$ cat src/rtl/mem_arbiter_2_pkg.sv
// Shared types and constants for the two-requester memory arbiter.
// Holds the FSM state encoding, the wait/abort counter width and the default error word.
package mem_arbiter_2_pkg;

  localparam int          CNT_W             = 8;
  localparam logic [31:0] DEFAULT_ERR_RDATA = 32'hDEAD_BEEF;

  typedef enum logic [1:0] {
    ST_IDLE  = 2'd0,
    ST_BUSY  = 2'd1,
    ST_ABORT = 2'd2
  } state_t;

  // Saturating increment used by the abort counter.
  function automatic logic [CNT_W-1:0] sat_inc(input logic [CNT_W-1:0] v);
    return (v == {CNT_W{1'b1}}) ? v : v + 1'b1;
  endfunction

endpackage

$ cat src/rtl/mem_arbiter_2_rr_pick.sv
// Combinational two-way round-robin selector.
// With both requests pending, the requester that was not granted last wins.
module mem_rr_pick (
  input  logic i_valid0,
  input  logic i_valid1,
  input  logic i_last_grant,
  output logic o_grant,
  output logic o_any
);

  assign o_any   = i_valid0 | i_valid1;
  assign o_grant = (i_valid0 & i_valid1) ? ~i_last_grant : i_valid1;

endmodule

$ cat src/rtl/mem_arbiter_2.sv
// Two-requester arbiter onto a single valid/ready memory port, one transaction in flight,
// with a downstream timeout that completes the requester with an error word.
module mem_arbiter_2
  import mem_arbiter_2_pkg::*;
#(
  parameter int          TIMEOUT_CYCLES = 255,
  parameter logic [31:0] ERR_RDATA      = DEFAULT_ERR_RDATA
) (
  input  logic             clk,
  input  logic             reset,
  input  logic             m0_valid,
  input  logic             m0_instr,
  input  logic [31:0]      m0_addr,
  input  logic [31:0]      m0_wdata,
  input  logic [3:0]       m0_wstrb,
  output logic             m0_ready,
  output logic [31:0]      m0_rdata,
  input  logic             m1_valid,
  input  logic             m1_instr,
  input  logic [31:0]      m1_addr,
  input  logic [31:0]      m1_wdata,
  input  logic [3:0]       m1_wstrb,
  output logic             m1_ready,
  output logic [31:0]      m1_rdata,
  output logic             mem_valid,
  output logic             mem_instr,
  output logic [31:0]      mem_addr,
  output logic [31:0]      mem_wdata,
  output logic [3:0]       mem_wstrb,
  input  logic             mem_ready,
  input  logic [31:0]      mem_rdata,
  output logic             err_pulse,
  output logic             err_grant,
  output logic [CNT_W-1:0] err_count
);

  state_t           r_state;
  state_t           w_state_next;
  logic             r_grant;
  logic             r_last_grant;
  logic [CNT_W-1:0] r_cnt;
  logic [CNT_W-1:0] r_err_count;
  logic             r_instr;
  logic [31:0]      r_addr;
  logic [31:0]      r_wdata;
  logic [3:0]       r_wstrb;
  logic             w_pick;
  logic             w_any;
  logic             w_terminal;
  logic             w_done;
  logic [31:0]      w_rdata;

  mem_rr_pick u_pick (
    .i_valid0    (m0_valid),
    .i_valid1    (m1_valid),
    .i_last_grant(r_last_grant),
    .o_grant     (w_pick),
    .o_any       (w_any)
  );

  // Terminal-count cycle: the BUSY cycle whose miss would bring the counter to TIMEOUT_CYCLES.
  assign w_terminal = (r_cnt == CNT_W'(TIMEOUT_CYCLES - 1));

  always_ff @(posedge clk or posedge reset) begin
    if (reset) begin
      r_state <= ST_IDLE;
    end else begin
      r_state <= w_state_next;
    end
  end

  always_comb begin
    w_state_next = r_state;
    case (r_state)
      ST_IDLE:  if (w_any) w_state_next = ST_BUSY;
      ST_BUSY: begin
        if (mem_ready)       w_state_next = ST_IDLE;
        else if (w_terminal) w_state_next = ST_ABORT;
      end
      ST_ABORT: w_state_next = ST_IDLE;
      default:  w_state_next = ST_IDLE;
    endcase
  end

  always_ff @(posedge clk or posedge reset) begin
    if (reset) begin
      r_grant      <= 1'b0;
      r_last_grant <= 1'b1;
      r_cnt        <= '0;
      r_err_count  <= '0;
      r_instr      <= 1'b0;
      r_addr       <= '0;
      r_wdata      <= '0;
      r_wstrb      <= '0;
    end else begin
      if (r_state == ST_IDLE && w_any) begin
        r_grant      <= w_pick;
        r_last_grant <= w_pick;
        r_cnt        <= '0;
        r_instr      <= w_pick ? m1_instr : m0_instr;
        r_addr       <= w_pick ? m1_addr  : m0_addr;
        r_wdata      <= w_pick ? m1_wdata : m0_wdata;
        r_wstrb      <= w_pick ? m1_wstrb : m0_wstrb;
      end else if (r_state == ST_BUSY && !mem_ready) begin
        r_cnt <= r_cnt + 1'b1;
      end
      // Count the abort as it is entered so err_count already reflects it in the ABORT cycle.
      if (r_state == ST_BUSY && !mem_ready && w_terminal) begin
        r_err_count <= sat_inc(r_err_count);
      end
    end
  end

  always_comb begin
    mem_valid = 1'b0;
    mem_instr = 1'b0;
    mem_addr  = '0;
    mem_wdata = '0;
    mem_wstrb = '0;
    err_pulse = 1'b0;
    err_grant = 1'b0;
    w_done    = 1'b0;
    w_rdata   = '0;
    case (r_state)
      ST_BUSY: begin
        mem_valid = 1'b1;
        mem_instr = r_instr;
        mem_addr  = r_addr;
        mem_wdata = r_wdata;
        mem_wstrb = r_wstrb;
        if (mem_ready) begin
          w_done  = 1'b1;
          w_rdata = mem_rdata;
        end
      end
      ST_ABORT: begin
        w_done    = 1'b1;
        w_rdata   = ERR_RDATA;
        err_pulse = 1'b1;
        err_grant = r_grant;
      end
      default: ;
    endcase
    m0_ready = w_done & ~r_grant;
    m1_ready = w_done & r_grant;
    m0_rdata = m0_ready ? w_rdata : '0;
    m1_rdata = m1_ready ? w_rdata : '0;
  end

  assign err_count = r_err_count;

endmodule

$ cat config.mk
export PLATFORM = sky130hd
export DESIGN_NAME = mem_arbiter_2
export DESIGN_NICKNAME = d
export VERILOG_FILES = /design/src/rtl/mem_arbiter_2_pkg.sv /design/src/rtl/mem_arbiter_2_rr_pick.sv /design/src/rtl/mem_arbiter_2.sv
export SDC_FILE = /design/constraint.sdc
export NUM_CORES = 1
export LEC_CHECK = 0
export CAP_MARGIN = 15
export CORE_UTILIZATION = 28
export DETAILED_ROUTE_END_ITERATION = 10
export SYNTH_ARGS = -nofsm -noshare
export SYNTH_HDL_FRONTEND = slang
export SYNTH_HIERARCHICAL = 1
export SYNTH_SLANG_ARGS = --single-unit
$ cat constraint.sdc
create_clock -name clk -period 3.36 [get_ports clk]
set_clock_uncertainty 0.05 [all_clocks]
set_input_delay 0.336 -clock clk [delete_from_list [all_inputs] [get_ports clk]]
set_output_delay 0.336 -clock clk [all_outputs]
set_load 0.02 [all_outputs]
**Run 1: met1 routing**

(3 px per µm) Supply wires on this layer in grey.
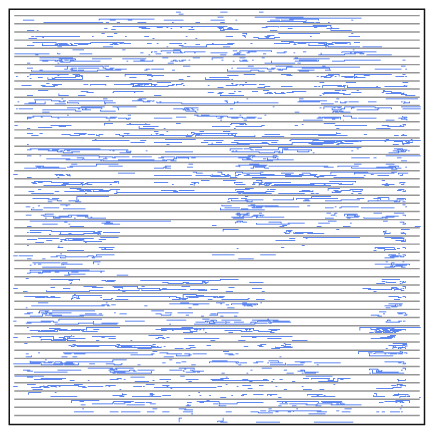
- nets with wire on the layer: 886
- longest straight run: 49.7 µm

**Run 1: ports around the boundary**

(3 px per µm) Pins as bars across the die edge, other pins in grey.
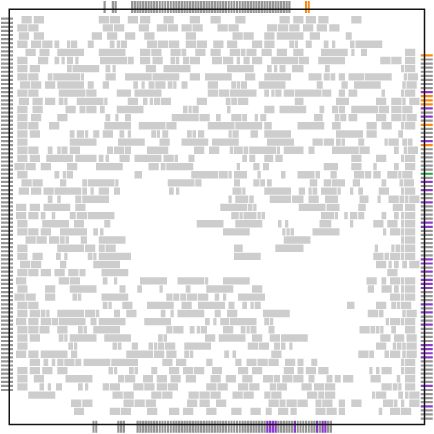
- purple: mem_rdata (pins 32; direction input; edge 24 east, 8 south)
- green: mem_ready (pins 1; direction input; edge east)
- orange: err_count (pins 8; direction output; edge 6 east, 2 north)
- all pins by edge: 92 west, 90 east, 76 south, 63 north

==> results_slide.txt, run 1 <==
Flow Results at a Glance

Run status
  • Result of the run: finished, final reports clean

Finish
  • Final cell area excluding filler cells: 8910 µm²
  • Area delta synth->final: 72.3%
  • Count of filler cells inserted in the layout: 1740
  • Most frequent standard cell in the layout excluding fill and tap cells: sky130_fd_sc_hd__clkdlybuf4s50_1
  • Logic area: 2740 µm²
  • Utilization after layout: 0.494
  • Share of cells above drive strength 1: 0.0438

Logic synthesis
  • Top_reg_cell synth: sky130_fd_sc_hd__dfrtp_1
  • Synthesized area: 5170 µm²
  • Share of Yosys cell area claimed by the top area cell type: 0.426
  • Distinct cells, synth: 38
  • Xor and xnor fraction of the mapped netlist area: 0.0152
  • Flops after synth: 89
  • Top cells by area in the synthesized netlist: sky130_fd_sc_hd__dfrtp_1, sky130_fd_sc_hd__mux2i_1, sky130_fd_sc_hd__and2_1
  • Average size of a mapped cell: 8.81 µm²
  • Top logic cell family in the synthesized netlist: simple AND/OR/NAND/NOR gates
  • Sequential share of the synthesized area: 0.431
  • Area fraction in mux cells: 0.143
  • Yosys Warn Count: 6
  • Post-Synth AOI/OAI Area: 0.103
  • Cells after synthesis: 587
  • Async S/R FF share, synth: 1.00
  • Cell type contributing the most total cell area after synthesis: sky130_fd_sc_hd__dfrtp_1
  • Adder and majority cell fraction of the synthesized area: 0.0194
  • Post-synthesis cell count from yosys: 587
  • Post-synth tally of flip-flops with integrated enable: 0
  • Area of the synthesized netlist per yosys stat: 5170 µm²

Route
  • Routed length on met3: 1610 µm
  • Highest metal layer used by the detailed router: met4
  • Detailed Route WL: 16000 µm
  • Total number of vias: 4936
  • Sum of met2 wire segment lengths after detailed routing: 7850 µm
  • Routed WL per cell: 14.3 µm
  • Residual DRC count: 0
  • Wl on met1: 6300 µm
  • Post-route antenna net violation count: 0
  • First-pass iteration count of the detailed router: 4

Placed design
  • Pre-CTS setup slack: 0.440 ns
  • IO Port Bufs: 320
  • Cell area after placement: 8600 µm²
  • Sum of net half-perimeters after detailed placement: 12500 µm
  • Total placed cells including tap cells: 1103
  • Gp weighted congestion: 0.724

GRT
  • Maximum number of pins on one net before global-route repair: 75
  • Vias in the first global route: 4607
  • Number of antenna violations at the first check in global routing: 0
  • GRT Overall Usage: 0.170
  • Overflow after GRT: 0
  • First-pass GRT wire length: 24400 µm

Worst setup path
  • Highest net fanout along the worst path: 25
  • Critical path's slowest cell: sky130_fd_sc_hd__or3b_1
  • Required time reported for the critical path endpoint: 2.97 ns
  • Maximum cell stage delay along the critical path: 0.70 ns
  • Crit Path Class: reg -> out
  • Arrival time at the worst endpoint: 2.73 ns
  • Cells traversed along the worst timing path: inv_1 -> ha_2 -> a21oi_1 -> or3b_1 -> nor2_1 -> clkdlybuf4s50_1

Final timing
  • Max-Slew Margin vs Limit: 0.461
  • Final Critical Period: 3.11 ns
  • RSZ-0062 raised after global routing: no
  • Hold Fails Final Rpt: 0
  • Setup-violating endpoint count in the final report: 0
  • Final critical-path setup slack: 0.246 ns
  • Final period utilization: 0.927
  • Worst Tran Pin Value: 0.808 ns
  • Highest achievable clock rate: 321 MHz
  • Summed negative setup slack over all endpoints: 0 ns

Clock tree
  • Post-CTS Setup Inserts: 0
  • Count of instances resized after the clock tree is built: 0
  • Clock transition at the register clock pins on the worst setup and hold paths after CTS: 0.07 ns
  • Clock Tree Root: sky130_fd_sc_hd__clkbuf_16
  • H-tree depth: 3
  • TritonCTS clock tree: built
  • Cts bufs inserted: 9
  • Clock net sink count: 89

Die
  • Overall chip area: 19000 µm²
  • Ports placed on the boundary: 321
  • Starting utilization of the core area: 0.287
  • Die width: 138 µm
  • Area of the placeable core: 18000 µm²
  • DIE HEIGHT: 138 µm

Flow run
  • Number of logged tool warnings: 31
  • Max-cap viol count: 0

Power
  • Power density over the cells: 667 nW/µm²
  • Max VDD drop: 0.381 mV

Worst hold path
  • Tightest Hold Check Type: in -> async
**Run 1: placement view**

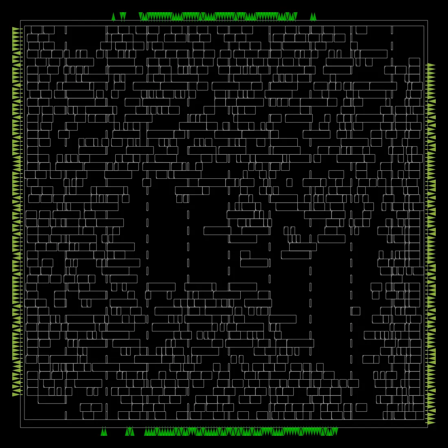
final non-filler cell total: 1119
sequential fraction of total cell area: 0.250

-- run 1: synthesized netlist by cell type (all sizes together) (2+ instances only) --
cell	n
or2	3
nand4	6
xor2	4
nand2	82
ha	8
or3	2
a21oi	30
xnor2	5
nand3	4
and3	3
clkbuf	29
mux2i	70
dfrtp	88
nand2b	2
and2	90
inv	7
nor2	54
buf	15
o21ai	73
mux2	3
-- run 1: path summary, 6_finish.rpt --
kind	slack (ns)	cells past startpoint	end	start
hold / removal	0.38	2	r_addr[2]	reset
min in group clk	0.42	2	r_wdata[24]	r_wdata[24]
max in group asynchronous	2.12	3	r_last_grant	reset
setup reg to reg	1.13	7	err_count[1]	r_state[1]
hold reg to reg	0.42	2	r_wdata[24]	r_wdata[24]
setup / recovery	0.25	6	m0_rdata[30]	r_state[1]
-- run 1: stage by stage --
stage | hold slack, ns | total power [µW]
6_report | 0.379 | 5940
5_1_grt | 0.440 | 6420
4_1_cts | 0.404 | 6050
3_5_place_dp | 0.412 | 4990
3_3_place_gp | 0.402 | 4960
2_1_floorplan | 0.389 | 3560
-- run 1: cell type report --
class	count	share of cell area
Clock buffer	11	0.0272
Clock inverter	5	0.00702
Inverter	7	0.00309
Multi-Input combinational cell	447	0.307
Sequential cell	89	0.250
Tap cell	229	0.0322
Timing Repair Buffer	331	0.373
-- run 1: kinds of logic after synthesis --
logic type               after synthesis
AND-OR/OR-AND                        105
XOR/XNOR                               9
adder cells (fa/ha/maj)                8
buffers and inverters                 51
flip-flops                            89
multiplexers                          73
AND/OR/NAND/NOR                      252
-- run 1: metal layers --
metal,track usage,vias up
met1,0.190,2189
met3,0.0640,13
met4,0.0489,0
li1,-,2540
met2,0.298,194
met5,0,-
-- run 1: report_power, final --
group / leakage [µW] / internal, µW / switching [µW]
Combinational: 0.00249 / 1450 / 1750
Clock: 0.000143 / 603 / 436
Sequential: 0.00112 / 1510 / 197
Total: 0.00375 / 3560 / 2380
-- run 1: state kept, by name (all words and copies together), names as in the netlist --
name          flops
r_wstrb           4
r_grant           1
r_instr           1
r_cnt             8
r_last_grant      1
r_addr           32
r_wdata          32
r_state           2
err_count         8
-- run 1: worst max-delay path: cells and delay by family, from the launching register on --
kind                     cells  cell delay, ns
AND-OR/OR-AND                1            0.08
adder cells (fa/ha/maj)      1            0.23
buffers and inverters        2            0.76
flip-flops                   1            0.38
AND/OR/NAND/NOR              2            0.92
==> run 2: changes to the inputs <==
clock period = 3.23 ns   (was 3.36 ns; I/O delays follow)
**Run 2: signal wires on met2**

(2 px per µm) Cells faint in the background.
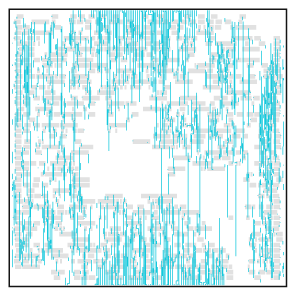
- share of all routed wire: 51%
- longest straight run: 64.9 µm
- wire length on this layer: 8070 µm
- nets with wire on the layer: 823
- main direction: vertical
Detailed Route WL: 16000 µm
global routing met2 resource utilization: 0.299
total number of vias: 4927

**Run 2: metal 4**

(3 px per µm) Supply wires on this layer in grey.
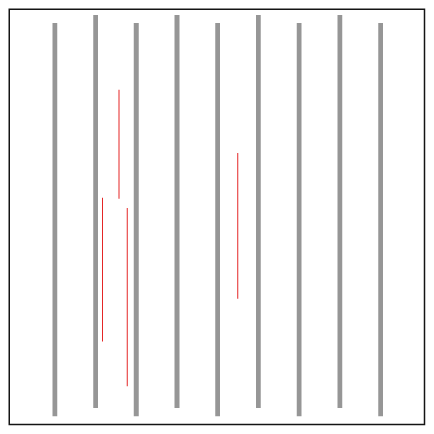
- longest straight run: 59.2 µm
- share of all routed wire: 1.2%

==> run 2 against run 1 <==
Net effect: clock-buffer cell count down 1; critical path depth is the same; worst setup slack lost 0.029 ns; synthesized cell count unchanged; sequential share of layout area increased by 0.081 points; clock power fell by 4%; sequential cell count is the same.
==> results_slide.txt, run 2 <==
Flow Results at a Glance

Finish
  • Biggest regs: r_addr: 32 flops, r_wdata: 32 flops
  • Final cell area excluding filler cells: 8880 µm²
  • Most frequent standard cell in the layout excluding fill and tap cells: sky130_fd_sc_hd__clkdlybuf4s50_1
  • Final non-filler cell total: 1117
  • Utilization after layout: 0.493
  • Area delta synth->final: 71.8%
  • Share of cells above drive strength 1: 0.0428

Worst setup path
  • Worst Setup End Kind: primary output
  • Arrival time at the worst endpoint: 2.64 ns
  • Crit Path Class: reg -> out
  • Kind of start point of the critical path: flip-flop
  • Required time reported for the critical path endpoint: 2.86 ns
  • Highest net fanout along the worst path: 25

Route
  • Residual DRC count: 0
  • First-pass iteration count of the detailed router: 4
  • Post-route antenna net violation count: 0
  • Routed WL per cell: 14.3 µm

Flow run
  • Max-cap viol count: 0
  • Number of logged tool warnings: 31

Logic synthesis
  • Post-synth tally of flip-flops with integrated enable: 0
  • Cell type contributing the most total cell area after synthesis: sky130_fd_sc_hd__dfrtp_1
  • Flops after synth: 89
  • Top_reg_cell synth: sky130_fd_sc_hd__dfrtp_1
  • Synthesized area: 5170 µm²
  • Most frequent cells after synthesis: sky130_fd_sc_hd__and2_1, sky130_fd_sc_hd__dfrtp_1, sky130_fd_sc_hd__nand2_1, sky130_fd_sc_hd__o21ai_0, sky130_fd_sc_hd__mux2i_1
  • Yosys Warn Count: 6
  • Library cell with the highest instance count after synthesis: sky130_fd_sc_hd__and2_1
  • Async S/R FF share, synth: 1.00
  • Post-synthesis cell count from yosys: 587
  • Distinct cells, synth: 38
  • Average size of a mapped cell: 8.81 µm²
  • Area of the synthesized netlist per yosys stat: 5170 µm²
  • Cells after synthesis: 587
  • Sequential share of the synthesized area: 0.431
  • Top cells by area in the synthesized netlist: sky130_fd_sc_hd__dfrtp_1, sky130_fd_sc_hd__mux2i_1, sky130_fd_sc_hd__and2_1
  • Share of Yosys cell area claimed by the top area cell type: 0.426

GRT
  • Overflow after GRT: 0
  • GRT Overall Usage: 0.166
  • Maximum number of pins on one net before global-route repair: 90
  • First-pass GRT wire length: 23900 µm
  • Number of antenna violations at the first check in global routing: 0
  • Vias in the first global route: 4546

Power
  • Reported net switching power: 2480 µW
  • Share of power burned in registers: 0.292
  • Part of the total power dissipated in the clock network: 0.163
  • Max VDD drop: 0.420 mV
  • Fraction of power spent switching nets: 0.407
  • Power density over the cells: 688 nW/µm²
  • Overall power consumption: 6110 µW
  • Design internal power: 3620 µW
  • Logic gate share of total power: 0.545

Final timing
  • RSZ-0062 raised after global routing: no
  • Summed negative setup slack over all endpoints: 0 ns
  • Max-Slew Margin vs Limit: 0.579
  • Highest achievable clock rate: 332 MHz
  • Setup-violating endpoint count in the final report: 0
  • Worst Tran Pin Value: 0.631 ns
  • Hold Fails Final Rpt: 0
  • Final period utilization: 0.933
  • Final Critical Period: 3.01 ns

Clock tree
  • Clock net sink count: 89
  • Count of instances resized after the clock tree is built: 0
  • TritonCTS clock tree: built
  • H-tree depth: 3
  • Clock transition at the register clock pins on the worst setup and hold paths after CTS: 0.07 ns
  • Post-CTS Setup Inserts: 0
  • Cts bufs inserted: 9

Die
  • Ports placed on the boundary: 321
  • DIE HEIGHT: 138 µm
  • Area of the placeable core: 18000 µm²
  • Die width: 138 µm
  • Starting utilization of the core area: 0.287
  • Overall chip area: 19000 µm²

Placed design
  • Total placed cells including tap cells: 1101
  • Sum of net half-perimeters after detailed placement: 12100 µm
  • Cell area after placement: 8600 µm²
  • IO Port Bufs: 320

Worst hold path
  • Tightest Hold Check Type: in -> async

Run status
  • Result of the run: finished, final reports clean
==> run 2: logic make-up after synthesis <==
| family | count (synthesis) | share of synthesized area |
|---|---|---|
| xor+xnor | 9 | 0.0152 |
| simple gates | 252 | 0.245 |
| compound gates | 105 | 0.103 |
| fa+ha+maj | 8 | 0.0194 |
| buf+inv | 51 | 0.0436 |
| mux | 73 | 0.143 |
| flops | 89 | 0.431 |
==> run 2: worst paths after layout <==
kind,startpoint,endpoint,slack (ns),cells past startpoint
setup / recovery,r_state[1],m0_rdata[23],0.22,6
hold / removal,reset,r_addr[2],0.35,3
max in group asynchronous,reset,r_last_grant,2.38,3
setup reg to reg,r_state[1],err_count[1],0.84,7
min in group clk,r_addr[20],r_addr[20],0.42,2
hold reg to reg,r_addr[20],r_addr[20],0.42,2
==> run 2: power by group through the flow <==
stage / logic (µW) / registers, µW / clock network, µW
2_1_floorplan: 1960 / 1740 / 0
3_3_place_gp: 3390 / 1790 / 0
3_5_place_dp: 3390 / 1810 / 0
4_1_cts: 3400 / 1790 / 1040
5_1_grt: 3650 / 1850 / 1070
6_report: 3330 / 1780 / 998
==> run 2: worst max-delay path, cell delays in order, from the launching register on <==
cell and delay, ns:
sky130_fd_sc_hd__dfrtp_1 0.38, sky130_fd_sc_hd__inv_1 0.14, sky130_fd_sc_hd__ha_2 0.21, sky130_fd_sc_hd__a21oi_1 0.07, sky130_fd_sc_hd__or3b_2 0.69, sky130_fd_sc_hd__nor2_1 0.18, sky130_fd_sc_hd__clkdlybuf4s50_1 0.62
==> run 2: final cells by class <==
cell class / count / area, µm²
flip-flops and latches: 89 / 2230
well taps: 229 / 287
repair buffers: 329 / 3320
inverters: 7 / 27.5
clock buffers: 10 / 229
clock inverters: 6 / 50.0
fillers: 1790 / 9150
multi-input cells: 447 / 2740
==> run 2: per-stage QoR <==
stage          setup slack, ns  hold WS [ns]
2_1_floorplan            0.552         0.389
3_3_place_gp             0.400         0.402
3_5_place_dp             0.319         0.412
4_1_cts                  0.135         0.377
5_1_grt                 0.0292         0.408
6_report                 0.217         0.348
==> run 2: per-layer routing <==
metal  wire (µm)  part of all wire  global-route usage
met4         191             0.012              0.0562
met2        8070              0.51               0.299
met3        1560             0.098              0.0563
met5           0                 0                   0
met1        6140              0.38               0.181
==> run 3: changes to the inputs <==
MAX_ROUTING_LAYER = met4   (was default)
PLACE_DENSITY_LB_ADDON = 0.12   (was default)
**Run 3: metal 4**

(3 px per µm) Supply wires on this layer in grey.
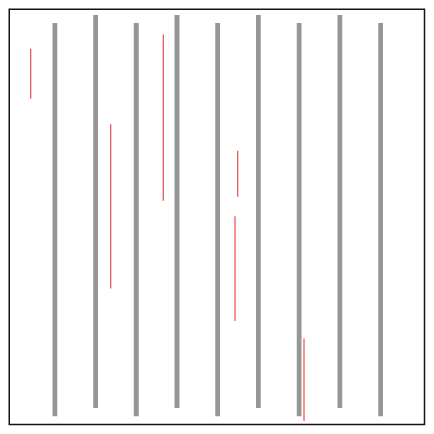
- share of all routed wire: 1.3%
- wire length on this layer: 203 µm
- main direction: vertical

**Run 3: met1 routing**

(3 px per µm) Supply wires on this layer in grey.
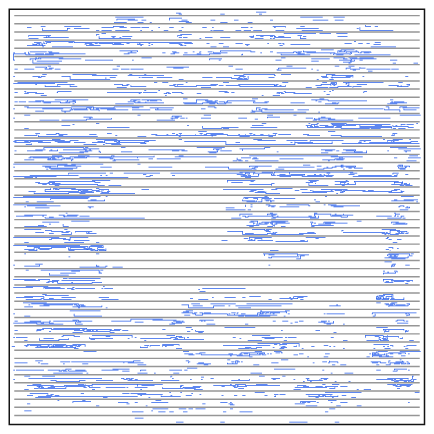
- wire length on this layer: 6130 µm
- main direction: horizontal
Detailed Route WL: 16000 µm
Global Route met1 Usage: 0.178
total number of vias: 5059

==> run 3 against run 2 <==
Net effect: via count increased by 2.7%; sequential share of layout area about the same; area after synthesis unchanged; clock-buffer cell count decreased by 1; worst hold slack got worse by 0.016 ns; sequential power about the same; cell count about the same; first-iteration DRC count decreased by 18%; sequential cell count unchanged; global-route usage increased by 0.36 points; maximum frequency increased by 1.5%; total power decreased by 0.13%; critical endpoint is now mem_addr[27]; largest power group unchanged.
==> results_slide.txt, run 3 <==
Flow Results at a Glance

Run status
  • Result of the run: finished, final reports clean

Placed design
  • Total placed cells including tap cells: 1100
  • IO Port Bufs: 320
  • Gp weighted congestion: 0.733
  • Sum of net half-perimeters after detailed placement: 12300 µm

Die
  • Ports placed on the boundary: 321
  • Starting utilization of the core area: 0.287
  • Row count: 49
  • Overall chip area: 19000 µm²
  • Die width: 138 µm
  • Area of the placeable core: 18000 µm²
  • DIE HEIGHT: 138 µm

Clock tree
  • Clock Tree Root: sky130_fd_sc_hd__clkbuf_16
  • Deepest clock path buffer count: 2
  • H-tree depth: 3
  • Insertion delay at the late pin of the worst-skew pair: 0.34 ns
  • Clock net sink count: 89
  • TritonCTS clock tree: built
  • Clock transition at the register clock pins on the worst setup and hold paths after CTS: 0.07 ns
  • Post-CTS Setup Inserts: 0
  • Cts bufs inserted: 9

Flow run
  • Max-cap viol count: 0
  • Number of logged tool warnings: 31

Logic synthesis
  • Syn Nets: 770
  • Area of the synthesized netlist per yosys stat: 5170 µm²
  • Flops after synth: 89
  • Average size of a mapped cell: 8.81 µm²
  • Top_reg_cell synth: sky130_fd_sc_hd__dfrtp_1
  • Post-synthesis cell count from yosys: 587
  • Distinct cells, synth: 38
  • Library cell with the highest instance count after synthesis: sky130_fd_sc_hd__and2_1
  • Async S/R FF share, synth: 1.00
  • Share of Yosys cell area claimed by the top area cell type: 0.426
  • Sequential share of the synthesized area: 0.431
  • Post-synth tally of flip-flops with integrated enable: 0
  • Most frequent cells after synthesis: sky130_fd_sc_hd__and2_1, sky130_fd_sc_hd__dfrtp_1, sky130_fd_sc_hd__nand2_1, sky130_fd_sc_hd__o21ai_0, sky130_fd_sc_hd__mux2i_1
  • Top cells by area in the synthesized netlist: sky130_fd_sc_hd__dfrtp_1, sky130_fd_sc_hd__mux2i_1, sky130_fd_sc_hd__and2_1
  • Synthesized area: 5170 µm²
  • Cells after synthesis: 587
  • Cell type contributing the most total cell area after synthesis: sky130_fd_sc_hd__dfrtp_1
  • Yosys Warn Count: 6

Worst setup path
  • Crit Path Class: reg -> out
  • Start of the worst register-to-register path: r_state[1]
  • Family of cells with the greatest summed delay on the critical path: buffers and inverters
  • Arrival time at the worst endpoint: 2.60 ns
  • Critical path's slowest cell: sky130_fd_sc_hd__clkdlybuf4s50_1
  • Crit path from: r_state[1]
  • Cells traversed along the worst timing path: inv_1 -> ha_2 -> buf_4 -> and2_1 -> clkdlybuf4s50_1
  • Highest net fanout along the worst path: 67
  • Maximum cell stage delay along the critical path: 0.66 ns
  • Number of buffers and inverters on the critical path: 3
  • Kind of start point of the critical path: flip-flop
  • Worst Setup End Kind: primary output
  • Required time reported for the critical path endpoint: 2.86 ns

Power
  • Share of power burned in registers: 0.294
  • Leakage dissipation: 0.00372 µW
  • Design internal power: 3610 µW
  • Max VDD drop: 0.397 mV
  • Part of the total power dissipated in the clock network: 0.162
  • Logic gate share of total power: 0.544
  • Power density over the cells: 688 nW/µm²
  • Reported net switching power: 2490 µW
  • Fraction of power spent switching nets: 0.408

Finish
  • Top cells excl fill/tap: sky130_fd_sc_hd__clkdlybuf4s50_1, sky130_fd_sc_hd__and2_1, sky130_fd_sc_hd__dfrtp_1, sky130_fd_sc_hd__nand2_1, sky130_fd_sc_hd__o21ai_0
  • Final non-filler cell total: 1116
  • Area delta synth->final: 71.4%
  • Most frequent standard cell in the layout excluding fill and tap cells: sky130_fd_sc_hd__clkdlybuf4s50_1
  • NumNets Final: 1065
  • Share of cells above drive strength 1: 0.0428
  • Biggest regs: r_addr: 32 flops, r_wdata: 32 flops
  • Antenna Cells: 0

GRT
  • GRT Overall Usage: 0.170
  • Maximum number of pins on one net before global-route repair: 73
  • First-pass GRT wire length: 24100 µm
  • Number of antenna violations at the first check in global routing: 0
  • Overflow after GRT: 0
  • Vias in the first global route: 4816

Route
  • Post-route antenna net violation count: 0
  • Residual DRC count: 0
  • Routed WL per cell: 14.3 µm
  • Via-per-instance ratio: 4.53
  • Initial DRC Count: 115
  • First-pass iteration count of the detailed router: 4

Final timing
  • Setup-violating endpoint count in the final report: 0
  • RSZ-0062 raised after global routing: no
  • Hold Fails Final Rpt: 0
  • Max-Slew Margin vs Limit: 0.608
  • Final period utilization: 0.919
  • Max Transition Viols Final: 0
  • Highest achievable clock rate: 337 MHz
  • Worst Tran Pin Value: 0.588 ns
  • Summed negative setup slack over all endpoints: 0 ns
  • Final Critical Period: 2.97 ns

Worst hold path
  • Tightest Hold Check Type: in -> async
## run 3: cell counts after synthesis
No cell type changed its count.
## run 3: final cells by class
| cell class | count | area, µm² |
|---|---|---|
| clock buffers | 9 | 225 |
| clock inverters | 7 | 53.8 |
| fillers | 1627 | 9160 |
| inverters | 7 | 28.8 |
| multi-input cells | 447 | 2740 |
| flip-flops and latches | 89 | 2230 |
| well taps | 229 | 287 |
| repair buffers | 328 | 3300 |
## run 3: per-stage QoR
stage               total power [µW]  utilization  setup WS [ns]  area (µm²)  hold slack (ns)
finish                          6100        0.492          0.261        8860            0.333
global route                    6580        0.492          0.113        8860            0.390
CTS                             6190        0.492         0.0406        8860            0.351
detailed placement              5170        0.476          0.334        8580            0.412
global placement                5100        0.476          0.396        8580            0.403
floorplan                       3710            -          0.552        5170            0.389
## run 3: worst paths after layout
path	slack [ns]	cells past startpoint	end
worst max-delay path	0.26	5	mem_addr[27]
max in group asynchronous	2.07	3	r_last_grant
worst min-delay path	0.33	2	r_instr
min in group clk	0.42	2	r_wstrb[0]
worst min register to register	0.42	2	r_wstrb[0]
worst max register to register	1.26	6	err_count[1]
## run 3: timing repair
item,in CTS,in global routing
gates resized,0,2
endpoints found under the setup margin,0,24
hold buffers,0,0
hold endpoints to repair,0,0
## run 3: power groups by stage
stage	combinational, µW	clock (µW)	sequential (µW)
floorplan	1960	0	1740
global placement	3310	0	1790
detailed placement	3360	0	1810
CTS	3370	1030	1800
global route	3640	1080	1860
finish	3320	988	1790
## run 3: cell families after synthesis
kind of cell / share of synthesized area
and+or+nand+nor: 0.245
DFF: 0.431
buffers and inverters: 0.0436
xor gates and xnor gates: 0.0152
AOI/OAI and AO/OA: 0.103
muxes: 0.143
adders and majority gates: 0.0194
## run 3: per-layer routing
metal	wire, µm	share of wire	GRT usage	vias up
li1	-	-	-	2532
met1	6130	0.38	0.178	2311
met2	8420	0.53	0.314	200
met3	1220	0.076	0.0380	16
met4	202	0.013	0.0531	0
met5	0	0	-	-
Power is estimated from default activity; no workload was simulated.
